[config.mk]
export PLATFORM = sky130hd
export DESIGN_NAME = iter_counter
export DESIGN_NICKNAME = d
export VERILOG_FILES = /design/src/rtl/iter_counter.sv
export SDC_FILE = /design/constraint.sdc
export NUM_CORES = 1
export LEC_CHECK = 0
export CORE_UTILIZATION = 39
export DETAILED_ROUTE_END_ITERATION = 8
export MAX_ROUTING_LAYER = met4
export PLACE_DENSITY_LB_ADDON = 0.12
export SLEW_MARGIN = 20
export SYNTH_ARGS = -nofsm -noshare
export SYNTH_HDL_FRONTEND = slang
export SYNTH_SLANG_ARGS = --single-unit
[constraint.sdc]
create_clock -name clk -period 2.9 [get_ports clk]
set_input_delay 0.87 -clock clk [delete_from_list [all_inputs] [get_ports clk]]
set_output_delay 0.87 -clock clk [all_outputs]
set_load 0.1 [all_outputs]
[src/rtl/iter_counter.sv]
// Loadable iteration counter with start/busy/done handshake, used to sequence
// bit-serial loops. Count direction is chosen per load; optional auto-reload.
module iter_counter #(
  parameter int unsigned WIDTH       = 6,
  parameter int unsigned END_VAL     = 1,
  parameter bit          AUTO_RELOAD = 1'b0
) (
  input  logic             clk,
  input  logic             rst,
  input  logic             load,
  input  logic [WIDTH-1:0] load_val,
  input  logic             dir,
  input  logic             en,
  output logic [WIDTH-1:0] count,
  output logic             busy,
  output logic             done,
  output logic             tc
);

  localparam logic [WIDTH-1:0] END_V = WIDTH'(END_VAL);

  typedef enum logic [1:0] {
    S_IDLE = 2'd0,
    S_RUN  = 2'd1,
    S_DONE = 2'd2
  } state_t;

  state_t           state_q, state_d;
  logic [WIDTH-1:0] count_q, count_d;
  logic [WIDTH-1:0] reload_q, reload_d;
  logic             dir_q, dir_d;
  logic             tc_q, tc_d;
  logic [WIDTH-1:0] step_val;

  always_comb begin
    step_val = dir_q ? (count_q + WIDTH'(1)) : (count_q - WIDTH'(1));
  end

  always_comb begin
    state_d  = state_q;
    count_d  = count_q;
    reload_d = reload_q;
    dir_d    = dir_q;
    tc_d     = 1'b0;

    if (load) begin
      count_d  = load_val;
      reload_d = load_val;
      dir_d    = dir;
      if (load_val == END_V) begin
        state_d = S_DONE;
        tc_d    = 1'b1;
      end else begin
        state_d = S_RUN;
      end
    end else begin
      unique case (state_q)
        S_RUN: begin
          if (en) begin
            count_d = step_val;
            if (step_val == END_V) begin
              state_d = S_DONE;
              tc_d    = 1'b1;
            end
          end
        end
        S_DONE: begin
          // Back-to-back loops restart from the last loaded value and direction.
          if (AUTO_RELOAD && en) begin
            count_d = reload_q;
            if (reload_q == END_V) begin
              tc_d = 1'b1;
            end else begin
              state_d = S_RUN;
            end
          end
        end
        default: ;
      endcase
    end
  end

  always_ff @(posedge clk) begin
    if (rst) begin
      state_q  <= S_IDLE;
      count_q  <= '0;
      reload_q <= '0;
      dir_q    <= 1'b0;
      tc_q     <= 1'b0;
    end else begin
      state_q  <= state_d;
      count_q  <= count_d;
      reload_q <= reload_d;
      dir_q    <= dir_d;
      tc_q     <= tc_d;
    end
  end

  always_comb begin
    count = count_q;
    busy  = (state_q == S_RUN);
    done  = (state_q == S_DONE);
    tc    = tc_q;
  end

endmodule

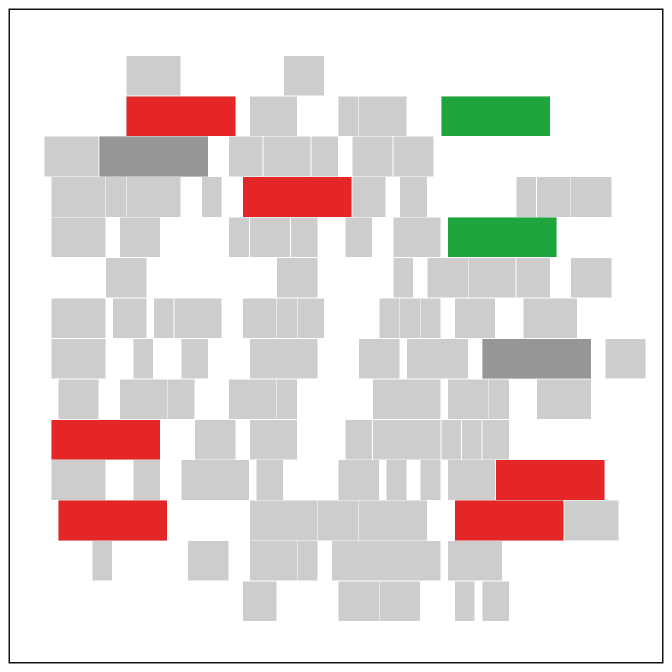
**Above:** run 1 (where the registers sit).
- green: state_q (flops 2)
- red: count (flops 6)
- not colored: 2
Reg area: 200 sq um
sequential portion of the cell area: 22.7%

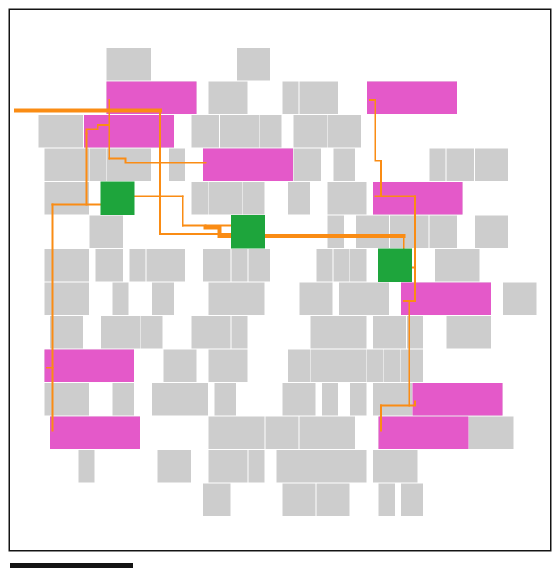
**Above:** run 1 (clock distribution).
The bar under the picture is 10 um long.
- magenta: flip-flops (count 10)
- green: cells driving clock nets (count 3)
- orange: clock wires (length 144 um)
- routed clock nets: 4
worst clock skew: 0.00223 ns
Clock Power Share: 21.4%
clk latency late pin: 0.26 ns
Clock net power: 91.9 uW

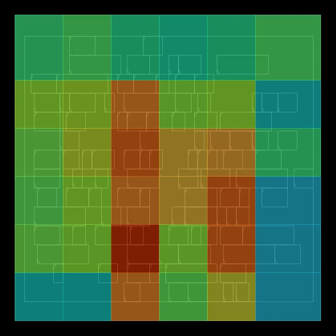
**Above:** run 1 (congestion heat map).
Most Crowded Layer GR: met2
final core utilization: 56.0%
met2 GRT Util: 33.4%
M3 GR Usage: 6.25%

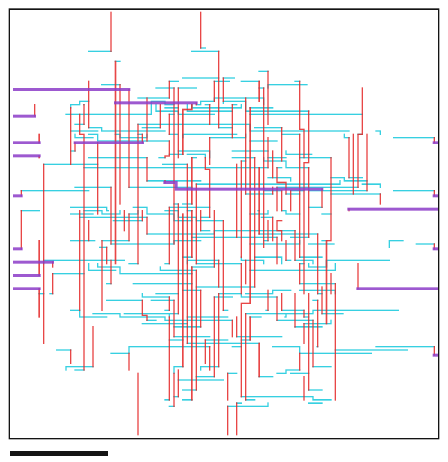
**Above:** run 1 (metal layers overlaid).
The bar under the picture is 10 um long.
- red: met2 (wire length 759 um)
- cyan: met1 (wire length 725 um)
- purple: met3 (wire length 79.1 um)
via count: 670
final wirelength: 1560 um

==> results.ini, run 1 <==
[placed_design]
gp_congestion=0.820
dp_hpwl_um=1230
placed_area_sq_um=861
placed_cells=115

[run]
drv_cap=0
warning_count=27

[synth]
synth_cells=83
top_cell=dfxtp_1
syn_area_per_cell_sq_um=8.23
syn_area_sq_um=683
synth-adder-area-share_pct=12.1
ys_sh_xor_pct=6.41
synth.mux.area_fraction_pct=2.93
netlist.top_cell.by_area=dfxtp_1
synthArstFlopShare_pct=0
ys_area_sq_um=683
ys.flops=10
yosys-dominant-comb-family=AND-OR/OR-AND gates

[timing]
timing.hold.ws_ns=0.551
max-slew-margin-rel_pct=72.6
period_used_pct=75.0
tns_ns=0
grt_setup_unrepaired=false

[grt]
grt_util_met1_pct=20.6
grt_max_degree=12
grt-ovfl-total=0

[critical_path]
rrSetupSlack_ns=0.86
path_cells=clkdlybuf4s50_1 > nor4_1 > nand3b_1 > nand2_1 > a21boi_0 > a311oi_1
crit_start=load_val[5]
endpoint=state_q[0]$_SDFFE_PP0P_
reg2reg_depth=7
path_class=primary input to flop
crit_slowest_cell=clkdlybuf4s50_1
crit_arrival_ns=2.31
cp-end-kind=flop
r2r-end=count[4]$_SDFFE_PP0P_
crit_buf_inv=1

[drt]
drtIter0Drc=23
dr.pass1.iters=6
wl_met1_um=725
wl_met3_um=79
drtAntennaViolNets=0
viasPerCell=5.68

[pwr]
vdd_ir_drop_max_mv=0.276
p_seq_uw=155
seq_power_share_pct=36.2
power_density_nw_per_um2=485

[layout]
synthToLayoutAreaGrowth_pct=29.3
inverters=7
seq_cell_count=10
clock_buffers=3
layout-drive-gt1-share_pct=13.7
layout.nets=121
nMultiInputCombCells=62
antenna_cells=0

[clock_tree]
post_cts_resized=0
numCtsBuffers=3
postCtsSetupRepairBufs=0
htree_levels=1
root_buffer=clkbuf_4
hold_buffers=0

[floorplan]
die_w_um=43.9
num_rows=14
ios=20
die_h_um=43.9
die_area_sq_um=1920

[outcome]
status=complete, no violations

**Run 1: I/O pins on the die edge**

Pins as bars across the die edge, other pins in gray.
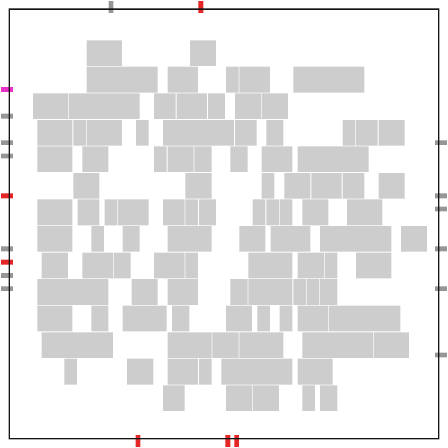

==> run 2: changes to the inputs <==
==> constraint.sdc (replaced) <==
create_clock -name clk -period 2.2 [get_ports clk]
set_input_delay 0.66 -clock clk [delete_from_list [all_inputs] [get_ports clk]]
set_output_delay 0.66 -clock clk [all_outputs]
set_load 0.1 [all_outputs]
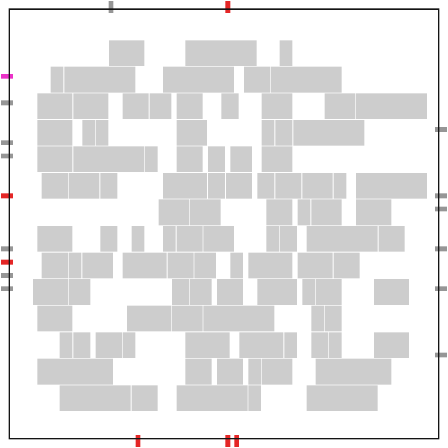
**Above:** run 2 (I/O pins on the die edge).
Pins as bars across the die edge, other pins in gray.
- magenta: clk (pins 1; direction input; edge left)
- red: count (pins 6; direction output; edge 3 bottom, 2 left, 1 top)
- all pins by edge: 9 left, 6 right, 3 bottom, 2 top
die height: 43.9 um
die width: 43.9 um
IO buf count: 19

==> run 2 against run 1 <==
Net effect:
- count of clock-buffer cells in the layout unchanged
- area after synthesis unchanged
- critical path depth unchanged
- synthesized cell count unchanged
- global-route usage up 0.55 points
- via count up 0.60%
- critical path type unchanged
==> results.ini, run 2 <==
[pwr]
power_density_nw_per_um2=617  ; +27%
p_seq_uw=207  ; +34%
clockPowerShare_pct=21.5  ; about the same
seq_power_share_pct=35.1  ; -1.1 points

[layout]
layout.nets=123  ; +1.7%
inverters=7  ; unchanged
layout-drive-gt1-share_pct=19.2  ; +5.5 points
post-route-util_pct=60.6  ; +4.6 points
clock_buffers=3  ; unchanged
regArea_sq_um=203  ; +1.2%
seq_cell_count=10  ; unchanged
seq_share_pct=21.2  ; -1.5 points
synthToLayoutAreaGrowth_pct=39.9

[synth]
syn_area_per_cell_sq_um=8.23  ; unchanged
synth.mux.area_fraction_pct=2.93  ; unchanged
synthArstFlopShare_pct=0  ; unchanged
synth-adder-area-share_pct=12.1  ; unchanged
yosys-dominant-comb-family=AND-OR/OR-AND gates
ys.flops=10  ; unchanged
ys_sh_xor_pct=6.41  ; unchanged
synth_cells=83  ; unchanged
syn_area_sq_um=683  ; unchanged

[drt]
dr.pass1.iters=6  ; unchanged
wl_met1_um=716  ; -1.2%
drtIter0Drc=21  ; -8.7%
viasPerCell=5.62  ; -1.1%
wl_met3_um=91  ; +15%

[critical_path]
crit_buf_inv=1  ; unchanged
path_cells=clkdlybuf4s50_1 > nor4_1 > nand3b_1 > nand2_1 > a21boi_0 > a311oi_1
endpoint=state_q[0]$_SDFFE_PP0P_
crit_arrival_ns=2.09  ; -0.22 ns
reg2reg_depth=7  ; unchanged
crit_start=load_val[5]
cp-end-kind=flop

[grt]
grt_use_met2_pct=28.7  ; -4.8 points
grt_max_degree=11  ; -1
grt_util_met1_pct=26.0  ; +5.4 points
grt_use_met3_pct=3.75  ; -2.5 points

[floorplan]
die_area_sq_um=1920  ; unchanged
ios=20  ; unchanged

[timing]
grt_setup_unrepaired=false
timing.hold.ws_ns=0.557  ; +0.00588 ns
period_used_pct=89.0
finClkSkew_ns=0.0115  ; +0.00924 ns
tns_ns=0  ; unchanged
max-slew-margin-rel_pct=72.2  ; -0.38 points

[placed_design]
gp_congestion=0.898  ; +9.4%
placed_area_sq_um=933  ; +8.4%

[clock_tree]
numCtsBuffers=3  ; unchanged
hold_buffers=0  ; unchanged
postCtsSetupRepairBufs=0  ; unchanged
root_buffer=clkbuf_4

[outcome]
status=complete, no violations

[run]
warning_count=27  ; unchanged

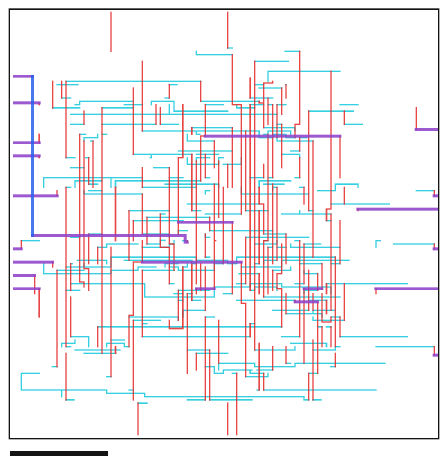
**Above:** run 2 (metal layers overlaid).
The bar under the picture is 10 um long.
- blue: met4 (wire length 16.3 um)
- red: met2 (wire length 750 um)
- cyan: met1 (wire length 717 um)
- purple: met3 (wire length 92.0 um)
via count: 674
total track usage: 19.9%

**Run 2: clock distribution**

The bar under the picture is 10 um long.
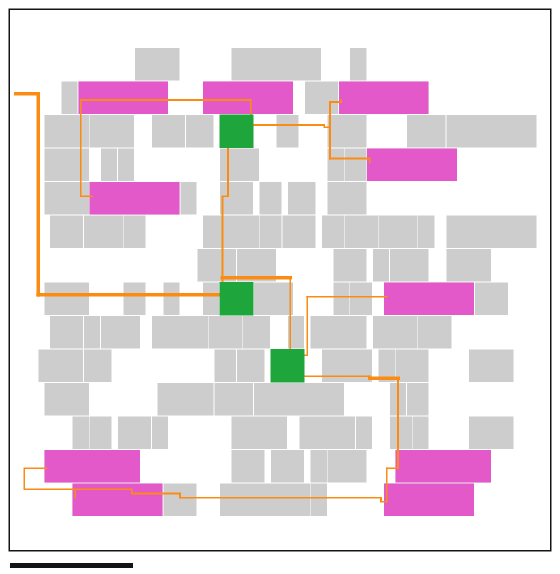

==> run 3: changes to the inputs <==
==> constraint.sdc (replaced) <==
create_clock -name clk -period 2 [get_ports clk]
set_input_delay 0.6 -clock clk [delete_from_list [all_inputs] [get_ports clk]]
set_output_delay 0.6 -clock clk [all_outputs]
set_load 0.1 [all_outputs]
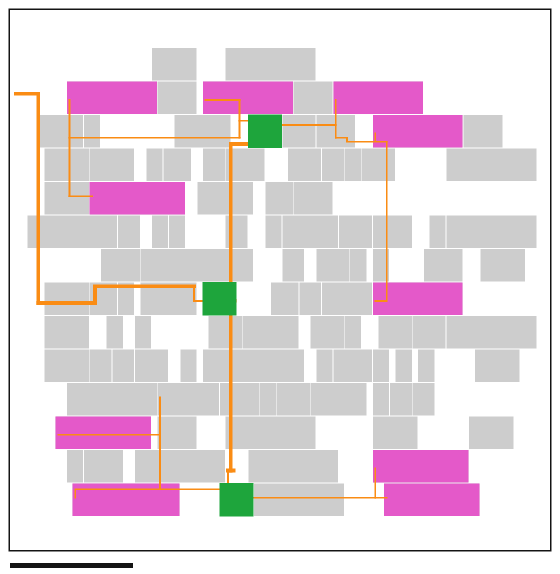
**Above:** run 3 (clock distribution).
The bar under the picture is 10 um long.
- magenta: flip-flops (count 10)
- green: cells driving clock nets (count 3)
- orange: clock wires (length 169 um)
- routed clock nets: 4
Clock Power Share: 25.6%
Clock net power: 188 uW
clk latency late pin: 0.27 ns
worst clock skew: 0.00606 ns

==> run 3 against run 2 <==
Net effect:
- sequential power up 12%
- area after synthesis did not move
- utilization increased by 7.2 points
- cell count up 1.7%
- clock power is 48% higher
- total power grew 25%
- cell area is 12% higher
- non-clock buffer count grew 1
- worst setup slack worse by 0.12 ns
- via count up 5.5%
- critical endpoint unchanged
==> results.ini, run 3 <==
[pwr]
power_density_nw_per_um2=686  ; +11%
p_seq_uw=232  ; +12%
seq_power_share_pct=31.6  ; -3.5 points

[layout]
layout.nets=124  ; +0.81%
seq_share_pct=19.5  ; -1.7 points
layout-drive-gt1-share_pct=27.4  ; +8.1 points
synthToLayoutAreaGrowth_pct=56.6
seq_cell_count=10  ; unchanged
clock_buffers=4  ; +1
regArea_sq_um=209  ; +3.1%
post-route-util_pct=67.9  ; +7.2 points
inverters=7  ; unchanged

[synth]
seq_area_frac_synth_pct=29.3
syn_area_sq_um=683  ; unchanged
ys_sh_xor_pct=6.41  ; unchanged
ys.flops=10  ; unchanged
synth.mux.area_fraction_pct=2.93  ; unchanged
syn_area_per_cell_sq_um=8.23  ; unchanged
synth_cells=83  ; unchanged
synthArstFlopShare_pct=0  ; unchanged
yosys-dominant-comb-family=AND-OR/OR-AND gates

[clock_tree]
hold_buffers=0  ; unchanged
numCtsBuffers=3  ; unchanged
root_buffer=clkbuf_4
postCtsSetupRepairBufs=0  ; unchanged

[outcome]
status=complete, no violations

[critical_path]
reg2reg_depth=6  ; -1
path_cells=clkdlybuf4s50_1 > nor4_1 > nand3b_1 > nand2_1 > a21boi_0 > a311oi_1
crit_start=load_val[5]
crit_arrival_ns=2.03  ; -0.06 ns
crit_buf_inv=1  ; unchanged
cp-end-kind=flop
endpoint=state_q[0]$_SDFFE_PP0P_

[timing]
max-slew-margin-rel_pct=70.9  ; -1.2 points
tns_ns=0  ; unchanged
timing.hold.ws_ns=0.563  ; +0.00591 ns

[drt]
viasPerCell=5.83  ; +3.8%
met2_length_um=810
wl_met1_um=712  ; -0.56%
drtAntennaViolNets=0
drtIter0Drc=16  ; -24%
wl_met3_um=105  ; +15%

[placed_design]
placed_area_sq_um=1010  ; +8.2%
port_buffers=19  ; unchanged
gp_congestion=0.945  ; +5.2%

[grt]
grt_use_met3_pct=2.50  ; -1.2 points
grt_use_met2_pct=28.7  ; unchanged

[floorplan]
ios=20  ; unchanged
die_area_sq_um=1920  ; unchanged
die_w_um=43.9  ; unchanged

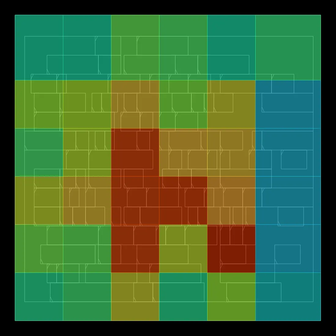
**Above:** run 3 (congestion heat map).
WL per Instance: 13.8 um
met1 track utilization from global routing: 23.9%
total track usage: 19.3%

Power figures rest on the tool's default switching activity, not on a simulated workload.
